===== config.mk =====
export PLATFORM = sky130hd
export DESIGN_NAME = traffic_phase_timer
export DESIGN_NICKNAME = d
export VERILOG_FILES = /design/src/rtl/traffic_phase_timer.sv
export SDC_FILE = /design/constraint.sdc
export NUM_CORES = 1
export LEC_CHECK = 0
export CELL_PAD_IN_SITES_DETAIL_PLACEMENT = 1
export CELL_PAD_IN_SITES_GLOBAL_PLACEMENT = 1
export CORE_MARGIN = 10
export CORE_UTILIZATION = 37
export CTS_BUF_LIST = sky130_fd_sc_hd__clkbuf_8
export CTS_CLUSTER_DIAMETER = 40
export DETAILED_ROUTE_END_ITERATION = 7
export GPL_ROUTABILITY_DRIVEN = 0
export HOLD_SLACK_MARGIN = 0.15
export PLACE_DENSITY_LB_ADDON = 0.05
export SLEW_MARGIN = 5
export SYNTH_ARGS = -nofsm -noshare
export SYNTH_HDL_FRONTEND = slang
export SYNTH_SLANG_ARGS = --single-unit
export TNS_END_PERCENT = 30

===== constraint.sdc =====
create_clock -name clk -period 1.8 [get_ports clk]
set_input_delay 0.36 -clock clk [delete_from_list [all_inputs] [get_ports clk]]
set_output_delay 0.36 -clock clk [all_outputs]
set_load 0.005 [all_outputs]

===== src/rtl/traffic_phase_timer.sv =====
`default_nettype none
// ============================================================================
// Module   : traffic_phase_timer
// Brief    : Down-counting RED -> GREEN -> YELLOW phase timer with
//            programmable per-phase durations loaded over a valid/ready port.
//            The countdown decrement is a borrow-chain subtract of one.
// Options  : PED_REQUEST_EN - adds ped_req, which shortens a GREEN phase.
// Revision : 1.0 - initial release
// ============================================================================
module traffic_phase_timer #(
  parameter int               WIDTH      = 4,
  parameter logic [WIDTH-1:0] RED_DEF    = WIDTH'(9),
  parameter logic [WIDTH-1:0] GREEN_DEF  = WIDTH'(9),
  parameter logic [WIDTH-1:0] YELLOW_DEF = WIDTH'(2)
) (
  input  logic             clk,
  input  logic             rst_n,
  input  logic             tick,
`ifdef PED_REQUEST_EN
  input  logic             ped_req,
`endif
  input  logic             hold,
  input  logic             load_valid,
  output logic             load_ready,
  input  logic [1:0]       load_phase,
  input  logic [WIDTH-1:0] load_value,
  output logic [2:0]       light,
  output logic [WIDTH-1:0] remaining,
  output logic             phase_done
);

  // Phase encoding; 2'b11 is illegal and recovers to RED.
  typedef enum logic [1:0] {
    ST_RED    = 2'b00,
    ST_GREEN  = 2'b01,
    ST_YELLOW = 2'b10
  } state_t;

  state_t           state_q;
  state_t           state_d;
  logic [WIDTH-1:0] remaining_q;
  logic [WIDTH-1:0] remaining_d;
  logic             done_q;
  logic             done_d;

  logic [WIDTH-1:0] dur_red_q;
  logic [WIDTH-1:0] dur_green_q;
  logic [WIDTH-1:0] dur_yellow_q;

  logic             step;
  logic             rem_zero;
  logic             rem_gt_one;
  logic             transition;
  logic             load_fire;

  // Borrow-chain subtractor computing remaining_q - 1.
  logic [WIDTH:0]   borrow;
  logic [WIDTH-1:0] rem_dec;

  assign borrow[0] = 1'b1;

  for (genvar i = 0; i < WIDTH; i++) begin : g_borrow_chain
    assign rem_dec[i]    = remaining_q[i] ^ borrow[i];
    assign borrow[i + 1] = ~remaining_q[i] & borrow[i];
  end

  // A borrow out of the top bit happens only when subtracting from zero.
  assign rem_zero   = borrow[WIDTH];
  assign rem_gt_one = |remaining_q[WIDTH-1:1];

  assign step       = tick & ~hold;
  assign transition = step & rem_zero;
  assign load_ready = ~transition;
  assign load_fire  = load_valid & load_ready;

`ifdef PED_REQUEST_EN
  // A request seen at any clk during GREEN is remembered until the next step.
  logic ped_pending_q;
  logic ped_active;

  assign ped_active = ped_pending_q | ped_req;

  // Hold a GREEN pedestrian request until a step consumes it.
  always_ff @(posedge clk or negedge rst_n) begin
    if (!rst_n) begin
      ped_pending_q <= 1'b0;
    end else if (step || (state_q != ST_GREEN)) begin
      ped_pending_q <= 1'b0;
    end else if (ped_req) begin
      ped_pending_q <= 1'b1;
    end
  end
`else
  logic ped_active;
  assign ped_active = 1'b0;
`endif

  // Duration of the phase that follows the current one.
  function automatic logic [WIDTH-1:0] next_dur(input state_t s,
                                                input logic [WIDTH-1:0] r,
                                                input logic [WIDTH-1:0] g,
                                                input logic [WIDTH-1:0] y);
    case (s)
      ST_RED:   next_dur = g;
      ST_GREEN: next_dur = y;
      default:  next_dur = r;
    endcase
  endfunction

  // Next-state and next-count logic.
  always_comb begin
    state_d     = state_q;
    remaining_d = remaining_q;
    done_d      = 1'b0;
    case (state_q)
      ST_RED, ST_GREEN, ST_YELLOW: begin
        if (transition) begin
          case (state_q)
            ST_RED:   state_d = ST_GREEN;
            ST_GREEN: state_d = ST_YELLOW;
            default:  state_d = ST_RED;
          endcase
          remaining_d = next_dur(state_q, dur_red_q, dur_green_q, dur_yellow_q);
          done_d      = 1'b1;
        end else if (step) begin
          if ((state_q == ST_GREEN) && rem_gt_one && ped_active) begin
            remaining_d = WIDTH'(1);
          end else begin
            remaining_d = rem_dec;
          end
        end
      end
      default: begin
        state_d     = ST_RED;
        remaining_d = dur_red_q;
      end
    endcase
  end

  // Phase, countdown and transition-pulse registers.
  always_ff @(posedge clk or negedge rst_n) begin
    if (!rst_n) begin
      state_q     <= ST_RED;
      remaining_q <= RED_DEF;
      done_q      <= 1'b0;
    end else begin
      state_q     <= state_d;
      remaining_q <= remaining_d;
      done_q      <= done_d;
    end
  end

  // Duration registers written through the load port.
  always_ff @(posedge clk or negedge rst_n) begin
    if (!rst_n) begin
      dur_red_q    <= RED_DEF;
      dur_green_q  <= GREEN_DEF;
      dur_yellow_q <= YELLOW_DEF;
    end else if (load_fire) begin
      case (load_phase)
        2'b00:   dur_red_q    <= load_value;
        2'b01:   dur_green_q  <= load_value;
        2'b10:   dur_yellow_q <= load_value;
        default: ;
      endcase
    end
  end

  // Lamp decode from the registered phase, one-hot {red, yellow, green}.
  always_comb begin
    light = 3'b000;
    case (state_q)
      ST_RED:    light = 3'b100;
      ST_GREEN:  light = 3'b001;
      ST_YELLOW: light = 3'b010;
      default:   light = 3'b000;
    endcase
  end

  assign remaining = remaining_q;

  // The pulse is suppressed whenever the countdown is frozen.
  assign phase_done = done_q & ~hold;

endmodule
`default_nettype wire


==> run_results.csv, run 1 <==
group,metric,value,unit
synth,post_synth.cell_area_avg,11.4,sq um
worst_setup_path,critPathSlowestCell,"dfstp_2",
final_layout,combined_area_of_the_multi_input_logic_cells,559,sq um
final_layout,area_growth,38.6,%
timing,fmaxAchievable,0.528,GHz
timing,layout_min_cycle_time,1.89,ns
power,power_per_cell_area,1100,nW/um^2
worst_setup_path,critPathArrivalTime,2.08,ns
cts,htreeDepth,1,
floorplanning,die.size.y,72.6,microns
synth,edf_count,0,
timing,fin_ws,-0.0933,ns
place,placedInstanceArea,1350,sq um
worst_setup_path,path_class,"reg -> reg",
floorplanning,fp.dieArea,5270,sq um
timing,final.setup_skew,0.00561,ns
synth,ys_seq_share,47.3,%
drt,drt.antenna.violating_nets,0,
job,maxCapViolCount,0,
place,place.detailed.hpwl,1.94,mm
floorplanning,dieWidth,72.6,microns
timing,maxSlewHeadroom,81.5,%
drt,drt_drc_violations_left,0,
timing,finalSetupViolCount,13,
global_routing,grt_pass1_wl,4.24,mm
worst_setup_path,cp_data_required_time,1.98,ns
floorplanning,placement_rows,19,
timing,hold_viol,0,
hold_path,hp-class,"in -> async",
power,power.leakage,0.000630,uW
worst_setup_path,worstPathCellList,"inv_2, ha_4, ha_4, ha_4, nand3b_4, nand2_4, nor3_4, mux2_2",
place,dpl_worst_slack,-0.218,ns
synth,synth_nets,104,
final_layout,finish.net_count,135,
cts,cts.clk_slew.worst_paths,0.08,ns
worst_setup_path,critPathMostFrequentCell,"ha_4",
worst_setup_path,cp-end-kind,"flop",
synth,yosys_area,1020,sq um
status,violated_checks,"negative setup slack",
timing,worst-slew-pin-transition,0.277,ns
global_routing,grt_start_max_net_pins,20,
floorplanning,core_area,2710,sq um
synth,yosys-stat-cells,90,
final_layout,final_area,1420,sq um
power,peakVddDrop,0.654,mV
synth,yosys.cell_types.count,25,
global_routing,number_of_global_route_vias_before_repair,906,
drt,detail_route.first_pass.iterations,2,
timing,finalClockPeriodUsage,105,%
synth,netlist_instances,90,
synth,synthTopCellsByCount,"mux2_2, o21ai_0, dfrtp_1",
synth,ys_seq_elements,19,
final_layout,area.sequential,484,sq um
drt,drt_first_iter_violations,27,
cts,cts_num_sinks,19,
timing,number_of_max_slew_violations_in_the_final_report,0,
cts,cts_made_buffers,3,
status,result_of_the_run,"complete, but fails checks",
timing,final.setup.tns,-0.834,ns
synth,postSynth.asyncResetShare,100,%
global_routing,gr-total-overflow,0,
final_layout,fraction_of_layout_cells_with_a_size_suffix_above_1,39.2,%
synth,yosysWarnings,0,
synth,mappedNetlistArea,1020,sq um
worst_setup_path,cpPeakStageDelay,0.55,ns
synth,top_ff_cell_synth,"dfrtp_1",
cts,ctsHoldBuffers,0,
worst_setup_path,path_max_fanout,4,
cts,tritoncts,"done",
worst_setup_path,start_kind,"flop",
synth,synth_largest_type_area_fraction,29.3,%
drt,avgViaCountPerCell,5.05,
global_routing,antenna_found_initial,0,
synth,most_common_cell_in_the_synthesized_netlist,"mux2_2",
final_layout,fillers,306,
cts,clock_latency,0.26,ns
timing,setup_repair_after_global_routing_missed_its_margin,"yes",
-- run 1: power by group --
group          internal (uW)  leakage (uW)  total [uW]  switching (uW)
Clock                    154     0.0000255         302             149
Sequential               561      0.000219         629            68.2
Combinational            361      0.000385         631             270
Total                   1080      0.000630        1560             487
-- run 1: logic make-up (layout without fill, tap and decap cells) --
family / Yosys count / in the layout / share of synthesized area, %
compound gates: 18 / 18 / 8.92
xor+xnor: 1 / 1 / 0.856
flops: 19 / 19 / 47.3
mux: 18 / 18 / 19.3
fa+ha+maj: 3 / 3 / 3.67
buf+inv: 8 / 38 / 4.16
simple gates: 23 / 23 / 15.8
-- run 1: sequential cells by signal, summed over array words and instances, names as in the netlist --
name,cells
dur_yellow_q,4
done_q,1
dur_green_q,4
state_q,2
remaining,4
dur_red_q,4
-- run 1: final timing paths --
path                              start             end  slack (ns)  cells after the start
hold / removal                    rst_n    dur_red_q[1]        0.43                      2
max in group asynchronous         rst_n  dur_green_q[0]        1.09                      2
min in group clk           dur_red_q[0]    remaining[0]        0.48                      2
setup reg to reg           remaining[0]    dur_red_q[0]       -0.09                      8
hold reg to reg            dur_red_q[0]    remaining[0]        0.48                      2
setup / recovery           remaining[0]    dur_red_q[0]       -0.09                      8
-- run 1: metrics by stage --
stage                     power (uW)  hold WS, ns  instances
final                           1560        0.432        151
after floorplan                  966       0.0644         90
after global placement          1260        0.462        147
after global routing            1690        0.447        151
after CTS                       1590        0.445        151
after detailed placement        1290        0.482        147
-- run 1: metal layers --
layer / global-route usage (%) / up-vias / part of all wire, %
met5: 0 / - / 0
met4: 3.80 / 0 / 0.94
met3: 3.13 / 2 / 4.3
met2: 18.6 / 10 / 56
met1: 10.4 / 382 / 39
li1: - / 369 / -
-- run 1: critical path: cells and delay by family (launching register included) --
kind                     cells  cell delay, ns
adder cells (fa/ha/maj)      3            0.47
buffers and inverters        1            0.04
flip-flops                   1            0.55
multiplexers                 1            0.37
AND/OR/NAND/NOR              3            0.39
-- run 1: area by class of cell --
| type | count | area share, % |
|---|---|---|
| Tap cell | 31 | 2.73 |
| Clock buffer | 3 | 2.91 |
| Clock inverter | 1 | 0.353 |
| Inverter | 4 | 1.06 |
| Timing Repair Buffer | 30 | 19.4 |
| Sequential cell | 19 | 34.1 |
| Multi-Input combinational cell | 63 | 39.4 |
-- run 1: cells in the final DEF (no fill, tap or decap), types with 2 or more instances in the layout --
cell type / n
clkdlybuf4s50_1: 16
o21ai_0: 13
mux2_2: 12
dfrtp_1: 12
buf_4: 11
nand2_1: 9
dfstp_2: 7
nor2_1: 4
mux2i_1: 4
inv_1: 3
a21oi_1: 3
ha_4: 3
clkbuf_8: 3
nor2b_1: 2
mux2_4: 2
nand4b_4: 2
-- run 1: repair_timing --
action / in CTS / in global routing
gates resized: 8 / 1
pin swaps: 1 / 0
endpoints found under the hold margin: 0 / 0
setup endpoints to repair: 14 / 15
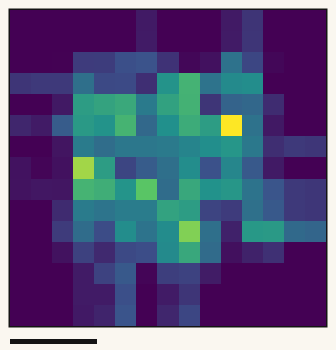
**Above:** run 1 (wire density map).
The bar under the picture is 20 microns long. 15 x 15 tiles, from dark purple (low) to yellow (high), scaled to the fullest tile. Values are wire area over tile area, all layers added.
fullest tile	0.36
mean over tiles	0.072
nearly empty tiles	36%
emptiest ninth of the die	lower left
tiles over half the peak	13%
routed wire length: 2.46 mm
routed length per instance: 16.3 microns
total number of vias: 763
total global routing track utilization: 10.1%

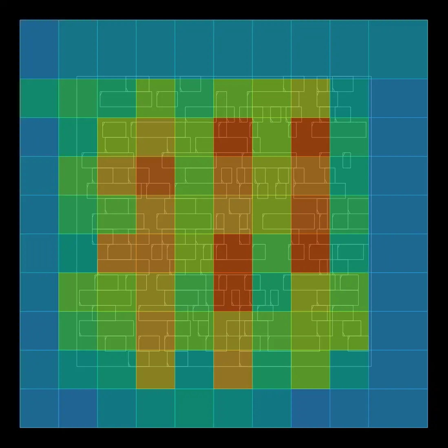
**Above:** run 1 (routing congestion map).
M3 GR Usage: 3.13%
post-layout utilization of the core: 52.4%
met1 usage in global routing: 10.4%

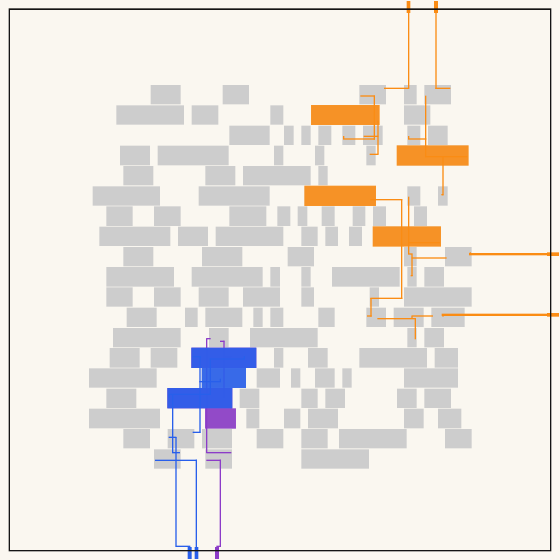
**Above:** run 1 (port wiring).
color	port	bits	direction	edge	end cells	buffers	wire
blue	load_phase	2	input	bottom	3	2	74.2 microns
orange	remaining	4	output	2 right, 2 top	4	6	147 microns
purple	load_valid	1	input	bottom	3	2	41.9 microns
IO buf count: 19
I/O pin cnt: 20

**Run 1: cells by drive strength**

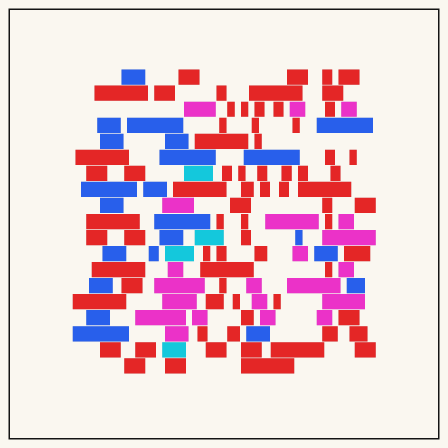

==> inputs of run 2 (changes only) <==
--- a/config.mk
+++ b/config.mk
@@ -14,7 +14,7 @@
 export DETAILED_ROUTE_END_ITERATION = 7
 export GPL_ROUTABILITY_DRIVEN = 0
 export HOLD_SLACK_MARGIN = 0.15
-export PLACE_DENSITY_LB_ADDON = 0.05
+export PLACE_DENSITY_LB_ADDON = 0.1
 export SLEW_MARGIN = 5
 export SYNTH_ARGS = -nofsm -noshare
 export SYNTH_HDL_FRONTEND = slang
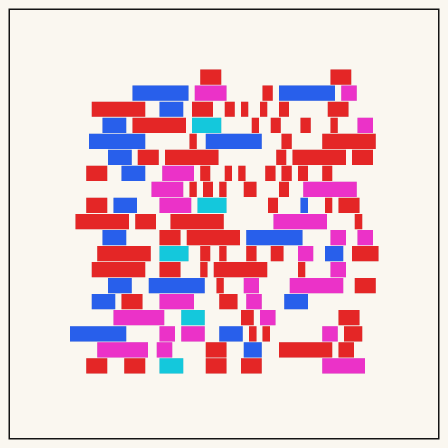
**Above:** run 2 (cells by drive strength).
color	size	cells	share
magenta	_3 and _4 cells	24	20%
cyan	_6 and larger	5	4.1%
red	_0 and _1 cells	73	60%
blue	_2 cells	20	16%
non-clock buffer total of the final layout: 32
Design Area, Final: 1450 sq um
relative area change from synthesis to final layout: 41.3%
worst path setup slack after routing: -0.0805 ns

==> run 2 against run 1 <==
Net effect:
- the run still ends with negative setup slack left
- largest power group unchanged
- clock power fell by 2%
- final cell count increased by 1.3%
- combinational power grew 3.8%
==> run_results.csv, run 2 <==
group,metric,value,unit
status,result_of_the_run,"complete, but fails checks",
status,violated_checks,"negative setup slack",
synth,synth_nets,104,
drt,vias,768,
final_layout,lay_top_count,"clkdlybuf4s50_1",
synth,ys_seq_share,47.3,%
synth,post_synth.cell_area_avg,11.4,sq um
global_routing,antenna_found_initial,0,
drt,drt_drc_violations_left,0,
final_layout,area.sequential,484,sq um
timing,finalSetupViolCount,13,
floorplanning,dieWidth,72.6,microns
power,peakVddDrop,0.653,mV
synth,edf_count,0,
floorplanning,core_area,2710,sq um
synth,most_common_cell_in_the_synthesized_netlist,"mux2_2",
synth,netlist_instances,90,
drt,drt.antenna.violating_nets,0,
worst_setup_path,path_class,"reg -> out",
global_routing,number_of_global_route_vias_before_repair,858,
job,tool_warnings,29,
timing,worst-slew-pin-transition,0.258,ns
drt,wire_per_inst,15.9,microns
synth,postSynth.asyncResetShare,100,%
synth,ys_seq_elements,19,
timing,hold_viol,0,
final_layout,antenna_cells,0,
global_routing,grt_start_max_net_pins,20,
drt,avgViaCountPerCell,5.02,
floorplanning,placement_rows,19,
cts,cts.clk_slew.worst_paths,0.07,ns
place,port_buffers,19,
synth,topCellsByArea,"dfrtp_1, dfstp_2, mux2_2",
timing,final.setup_skew,0.00103,ns
drt,totalWireLength,2.44,mm
synth,yosys.cell_types.count,25,
cts,tritoncts,"done",
floorplanning,fp.dieArea,5270,sq um
synth,mappedNetlistArea,1020,sq um
synth,synthTopCellsByCount,"mux2_2, o21ai_0, dfrtp_1",
cts,cts_made_buffers,3,
worst_setup_path,start_kind,"flop",
final_layout,finish.net_count,137,
synth,synth_largest_type_area_fraction,29.3,%
final_layout,final_cell_mix,"clkdlybuf4s50_1, dfrtp_1, buf_4, mux2_2, nand2_1",
hold_path,hp-class,"in -> async",
place,place.detailed.hpwl,1.93,mm
drt,detail_route.first_pass.iterations,4,
floorplanning,die.size.y,72.6,microns
cts,cts_num_sinks,19,
synth,yosys-stat-cells,90,
synth,yosys_area,1020,sq um
timing,maxSlewHeadroom,82.8,%
timing,fmaxAchievable,0.532,GHz
timing,layout_min_cycle_time,1.88,ns
timing,number_of_max_slew_violations_in_the_final_report,0,
synth,netlist.top_cell.by_area,"dfrtp_1",
cts,cts_root_buf,"clkbuf_8",
timing,whs,0.440,ns
final_layout,fraction_of_layout_cells_with_a_size_suffix_above_1,40.2,%
cts,clock_latency,0.26,ns
job,maxCapViolCount,0,
power,power_per_cell_area,1090,nW/um^2
cts,max-clock-path-buffers,2,
final_layout,fillers,295,
floorplanning,floorplanUtilization,37.8,%
place,placedInstanceArea,1350,sq um
power,power.leakage,0.000650,uW
worst_setup_path,cp-end-kind,"primary output",
worst_setup_path,cp_data_required_time,1.44,ns
timing,setup_repair_after_global_routing_missed_its_margin,"yes",
timing,fin_ws,-0.0805,ns
global_routing,gr-total-overflow,0,
final_layout,combined_area_of_the_multi_input_logic_cells,569,sq um
worst_setup_path,path_max_fanout,4,
floorplanning,design.portCount,20,
timing,finalClockPeriodUsage,104,%
global_routing,grt_pass1_wl,4.28,mm
cts,htreeDepth,1,
synth,yosysWarnings,0,
drt,drt_first_iter_violations,19,
worst_setup_path,critPathArrivalTime,1.52,ns
synth,top_ff_cell_synth,"dfrtp_1",
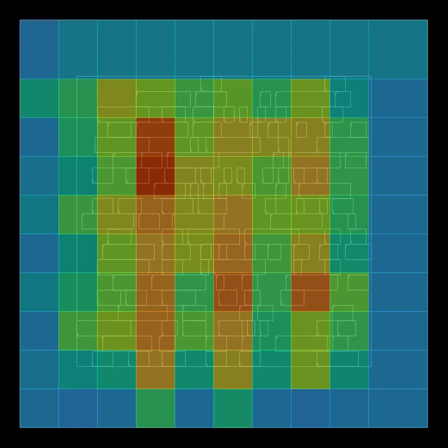
**Above:** run 2 (routing congestion map).
met1 usage in global routing: 11.3%
total global routing track utilization: 10.2%
routing layer with the top usage in global route: met2

-- run 2: cell counts after synthesis --
No cell type changed its count.
-- run 2: path summary, 6_finish.rpt --
| check | end | start | depth (start not counted) | slack [ns] |
|---|---|---|---|---|
| hold / removal | remaining[2] | rst_n | 2 | 0.44 |
| hold reg to reg | remaining[3] | dur_red_q[3] | 2 | 0.48 |
| setup / recovery | load_ready | remaining[0] | 6 | -0.08 |
| setup reg to reg | dur_red_q[1] | remaining[0] | 9 | -0.07 |
| max in group asynchronous | dur_green_q[0] | rst_n | 2 | 1.09 |
| min in group clk | remaining[3] | dur_red_q[3] | 2 | 0.48 |
-- run 2: where the power goes --
part	switching [uW]	total (uW)	internal (uW)	leakage [uW]
Sequential	69.2	630	561	0.000219
Combinational	270	655	385	0.000404
Clock	144	296	152	0.0000269
-- run 2: what timing repair did --
action	in CTS	in global routing
pin swaps	3	1
resized	11	8
gates cloned	0	0
hold buffers	0	0
endpoints found under the setup margin	14	15
buffers inserted	1	1
endpoints found under the hold margin	0	0
-- run 2: worst max-delay path: stages (launching register included) --
cell	delay (ns)
dfstp_2	0.54
inv_2	0.04
ha_4	0.15
ha_4	0.16
ha_4	0.16
nand3b_4	0.11
buf_6	0.11
-- run 2: per-layer routing --
layer,share of wire (%),GRT usage [%],vias up
met3,5.4,3.40,4
met4,1.3,3.80,0
met1,41,11.3,376
met2,52,17.7,13
li1,-,-,375
met5,0,0,-
-- run 2: kinds of logic (layout without fill, tap and decap cells) --
| logic type | count (synthesis) | count (layout) | share of synthesized area [%] |
|---|---|---|---|
| fa+ha+maj | 3 | 3 | 3.67 |
| buf+inv | 8 | 40 | 4.16 |
| simple gates | 23 | 23 | 15.8 |
| xor+xnor | 1 | 1 | 0.856 |
| mux | 18 | 18 | 19.3 |
| flops | 19 | 19 | 47.3 |
| compound gates | 18 | 18 | 8.92 |
-- run 2: cell type report --
class,instances,share of cell area (%)
flip-flops and latches,19,33.5
clock inverters,1,0.260
clock buffers,3,2.85
well taps,31,2.68
multi-input cells,63,39.4
inverters,4,1.04
repair buffers,32,20.3
-- run 2: through the flow --
step / power, uW / cells / TNS (ns) / util (%) / setup WS [ns]
after floorplan: 966 / 90 / -1.21 / - / -0.237
after global placement: 1250 / 147 / -1.21 / 49.9 / -0.199
after detailed placement: 1280 / 147 / -1.60 / 49.9 / -0.220
after CTS: 1590 / 152 / -0.872 / 52.9 / -0.103
after global routing: 1700 / 153 / -1.67 / 53.4 / -0.155
final: 1580 / 153 / -0.587 / 53.4 / -0.0805
**Run 2: wire density map**

The bar under the picture is 20 microns long. 15 x 15 tiles, from dark purple (low) to yellow (high), scaled to the fullest tile. Values are wire area over tile area, all layers added.
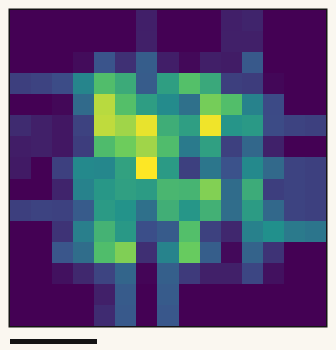

==> inputs of run 3 (changes only) <==
--- a/config.mk
+++ b/config.mk
@@ -12,9 +12,9 @@
 export CTS_BUF_LIST = sky130_fd_sc_hd__clkbuf_8
 export CTS_CLUSTER_DIAMETER = 40
 export DETAILED_ROUTE_END_ITERATION = 7
-export GPL_ROUTABILITY_DRIVEN = 0
 export HOLD_SLACK_MARGIN = 0.15
 export PLACE_DENSITY_LB_ADDON = 0.1
+export RECOVER_POWER = 50
 export SLEW_MARGIN = 5
 export SYNTH_ARGS = -nofsm -noshare
 export SYNTH_HDL_FRONTEND = slang
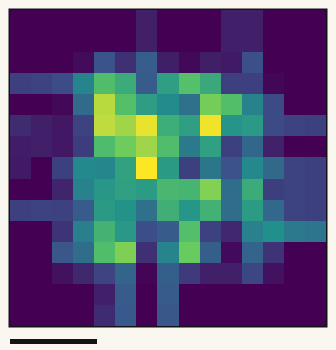
**Above:** run 3 (wire density map).
The bar under the picture is 20 microns long. 15 x 15 tiles, from dark purple (low) to yellow (high), scaled to the fullest tile. Values are wire area over tile area, all layers added.
emptiest ninth of the die	upper right
fullest tile	0.30
mean over tiles	0.072
tiles over half the peak	20%
nearly empty tiles	34%
total number of vias: 768
routed length per instance: 15.9 microns
routed wire length: 2.43 mm

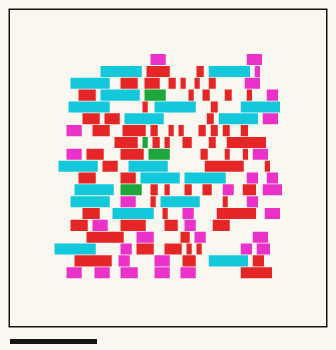
**Above:** run 3 (cell classes on the final placement).
The bar under the picture is 20 microns long.
color	class	cells	share of their area
magenta	other buffers and delay cells	32	21%
cyan	flops	19	34%
green	clock drivers and dummy loads	4	3.2%
red	combinational and other logic	67	42%
core area: 2710 sq um
row count: 19
fraction of area in registers: 33.6%
post-layout utilization of the core: 53.2%
Design Area, Final: 1440 sq um

==> run 3 against run 2 <==
Net effect:
- the flow still finishes with violations (negative setup slack)
- hold slack gained 0.038 ns
- wire length hardly changed
- final cell count did not move
- flip-flop count is the same
- first-iteration DRC count did not move
- clock power barely moved
- synthesized cell count unchanged
- sequential share of layout area is 0.087 points higher
- highest routed layer unchanged
==> run_results.csv, run 3 <==
group,metric,value,unit
synth,mappedNetlistArea,1020,sq um
floorplanning,design.portCount,20,
synth,yosysWarnings,0,
hold_path,worst_hold_startpoint,"dur_red_q[3]",
place,place.detailed.hpwl,1.93,mm
drt,drt_first_iter_violations,19,
place,dpl_worst_slack,-0.220,ns
worst_setup_path,worst_r2r_endpoint,"dur_red_q[1]",
synth,simple_gate_share,15.8,%
synth,most_common_cell_in_the_synthesized_netlist,"mux2_2",
final_layout,fraction_of_layout_cells_with_a_size_suffix_above_1,39.3,%
cts,cts.clk_slew.worst_paths,0.07,ns
power,sequentialPowerShare,39.9,%
timing,layout_min_cycle_time,1.88,ns
hold_path,hp-class,"reg -> reg",
floorplanning,fp.dieArea,5270,sq um
synth,post_synth.cell_area_avg,11.4,sq um
place,gp_congestion,0.706,
job,tool_warnings,29,
worst_setup_path,critPathArrivalTime,1.52,ns
worst_setup_path,critPathSlowestCell,"dfstp_2",
worst_setup_path,r2r_cells,9,
power,clock_network_fraction_of_design_power,18.8,%
synth,top_logic_kind,"multiplexers",
global_routing,grt_pass1_wl,4.28,mm
synth,yosys-stat-cells,90,
worst_setup_path,cp-end-kind,"primary output",
worst_setup_path,crit-reg2reg-launch,"remaining[0]",
timing,finalClockPeriodUsage,104,%
drt,drt.antenna.violating_nets,0,
worst_setup_path,start_kind,"flop",
global_routing,gr-usage-all-layers,10.2,%
power,peakVddDrop,0.653,mV
synth,synth_nets,104,
cts,ctsHoldBuffers,0,
synth,yosys_area,1020,sq um
synth,postSynth.asyncResetShare,100,%
job,maxCapViolCount,0,
worst_setup_path,critPathMostFrequentCell,"ha_4",
synth,topCellsByArea,"dfrtp_1, dfstp_2, mux2_2",
timing,final.setup_skew,0.00103,ns
timing,fin_ws,-0.0805,ns
cts,clock_latency,0.26,ns
cts,cts_root_buf,"clkbuf_8",
floorplanning,dieWidth,72.6,microns
worst_setup_path,worstPathCellList,"inv_2, ha_4, ha_4, ha_4, nand3b_4, buf_6",
hold_path,hold_path_endpoint,"remaining[3]",
synth,post_synth_mux_area_share,19.3,%
final_layout,antenna_cells,0,
synth,ys_seq_share,47.3,%
synth,edf_count,0,
timing,number_of_max_slew_violations_in_the_final_report,0,
synth,synthTopCellsByCount,"mux2_2, o21ai_0, dfrtp_1",
worst_setup_path,cp_data_required_time,1.44,ns
timing,worst-slew-pin-transition,1.07,ns
status,result_of_the_run,"complete, but fails checks",
power,power.leakage,0.000647,uW
cts,max-clock-path-buffers,2,
place,port_buffers,19,
global_routing,gr-total-overflow,0,
timing,setup_repair_after_global_routing_missed_its_margin,"yes",
timing,whs,0.478,ns
final_layout,lay_top_count,"clkdlybuf4s50_1",
cts,tritoncts,"done",
cts,htreeDepth,1,
power,power.share.combinational,41.4,%
timing,finalSetupViolCount,13,
worst_setup_path,cpPeakStageDelay,0.54,ns
final_layout,final-instance-count-excl-fill,153,
drt,detail_route.first_pass.iterations,4,
power,cellInternalPower,1100,uW
synth,netlist_instances,90,
final_layout,finish.net_count,137,
cts,cts_num_sinks,19,
drt,drt_drc_violations_left,0,
floorplanning,floorplanUtilization,37.8,%
global_routing,antenna_found_initial,0,
final_layout,area_growth,41.0,%
power,p_switching,483,uW
floorplanning,die.size.y,72.6,microns
synth,synth-adder-area-share,3.67,%
status,violated_checks,"negative setup slack",
synth,synth.cellmix.xorXnorShare,0.856,%
worst_setup_path,path_class,"reg -> out",
global_routing,number_of_global_route_vias_before_repair,858,
power,power.share.switching,30.6,%
synth,synth_largest_type_area_fraction,29.3,%
timing,hold_viol,0,
final_layout,final_cell_mix,"clkdlybuf4s50_1, dfrtp_1, buf_4, mux2_2, nand2_1",
synth,netlist.top_cell.by_area,"dfrtp_1",
synth,top_ff_cell_synth,"dfrtp_1",
place,placedInstanceArea,1350,sq um
worst_setup_path,timing.reg2reg.setup_slack,-0.07,ns
synth,yosys.cell_types.count,25,
worst_setup_path,path_max_fanout,4,
power,power_per_cell_area,1100,nW/um^2
timing,maxSlewHeadroom,28.5,%
global_routing,grt_start_max_net_pins,20,
drt,avgViaCountPerCell,5.02,
timing,fmaxAchievable,0.532,GHz
place,dp.cells,147,
hold_path,hold_depth,2,
cts,cts_made_buffers,3,
synth,ys_seq_elements,19,
synth,synth_compound_gate_area_share,8.92,%
run 3: cell type report:
cell class	instances	area, sq um
inverters	4	15.0
fillers	297	1270
well taps	31	38.8
repair buffers	32	290
clock inverters	1	3.75
flip-flops and latches	19	484
clock buffers	3	41.3
multi-input cells	63	569
run 3: timing repair:
item | in CTS | in global routing
pin swaps | 3 | 1
endpoints found under the setup margin | 14 | 15
buffers inserted | 1 | 1
gates resized | 11 | 8
endpoints found under the hold margin | 0 | 0
run 3: through the flow:
step	TNS, ns	power (uW)	utilization [%]
floorplan	-1.21	966	-
global placement	-1.21	1250	49.9
detailed placement	-1.60	1280	49.9
CTS	-0.872	1590	52.9
global route	-1.67	1690	53.2
finish	-0.587	1580	53.2
run 3: how the worst max path moves through the flow:
stage,startpoint,to,slack (ns),cells past startpoint
final,remaining[0],load_ready,-0.08,6
after global routing,remaining[0],dur_red_q[2],-0.15,9
after CTS,remaining[0],load_ready,-0.10,6
after detailed placement,remaining[0],load_ready,-0.22,6
after global placement,remaining[0],load_ready,-0.20,6
after floorplan,remaining[0],dur_red_q[1],-0.24,9
run 3: cell families (layout without fill, tap and decap cells):
group,count (synthesis),in the layout
compound gates,18,18
xor+xnor,1,1
fa+ha+maj,3,3
buf+inv,8,40
flops,19,19
mux,18,18
simple gates,23,23
run 3: power by group through the flow:
stage | sequential [uW] | clock, uW | combinational [uW]
6_report | 630 | 296 | 654
5_1_grt | 650 | 324 | 720
4_1_cts | 632 | 304 | 658
3_5_place_dp | 639 | 0 | 642
3_3_place_gp | 629 | 0 | 625
2_1_floorplan | 625 | 0 | 341
run 3: critical path, delay by kind of cell, from the launching register on:
family / cells / cell delay, ns
and+or+nand+nor: 1 / 0.11
buffers and inverters: 2 / 0.15
adders and majority gates: 3 / 0.47
DFF: 1 / 0.54
run 3: routing by layer:
layer / global-route usage (%) / wire length [microns]
met1: 11.3 / 1010
met3: 3.40 / 132
met4: 3.80 / 32
met5: 0 / 0
met2: 17.7 / 1260
No activity file was given, so power comes from the tool's default toggle rates.
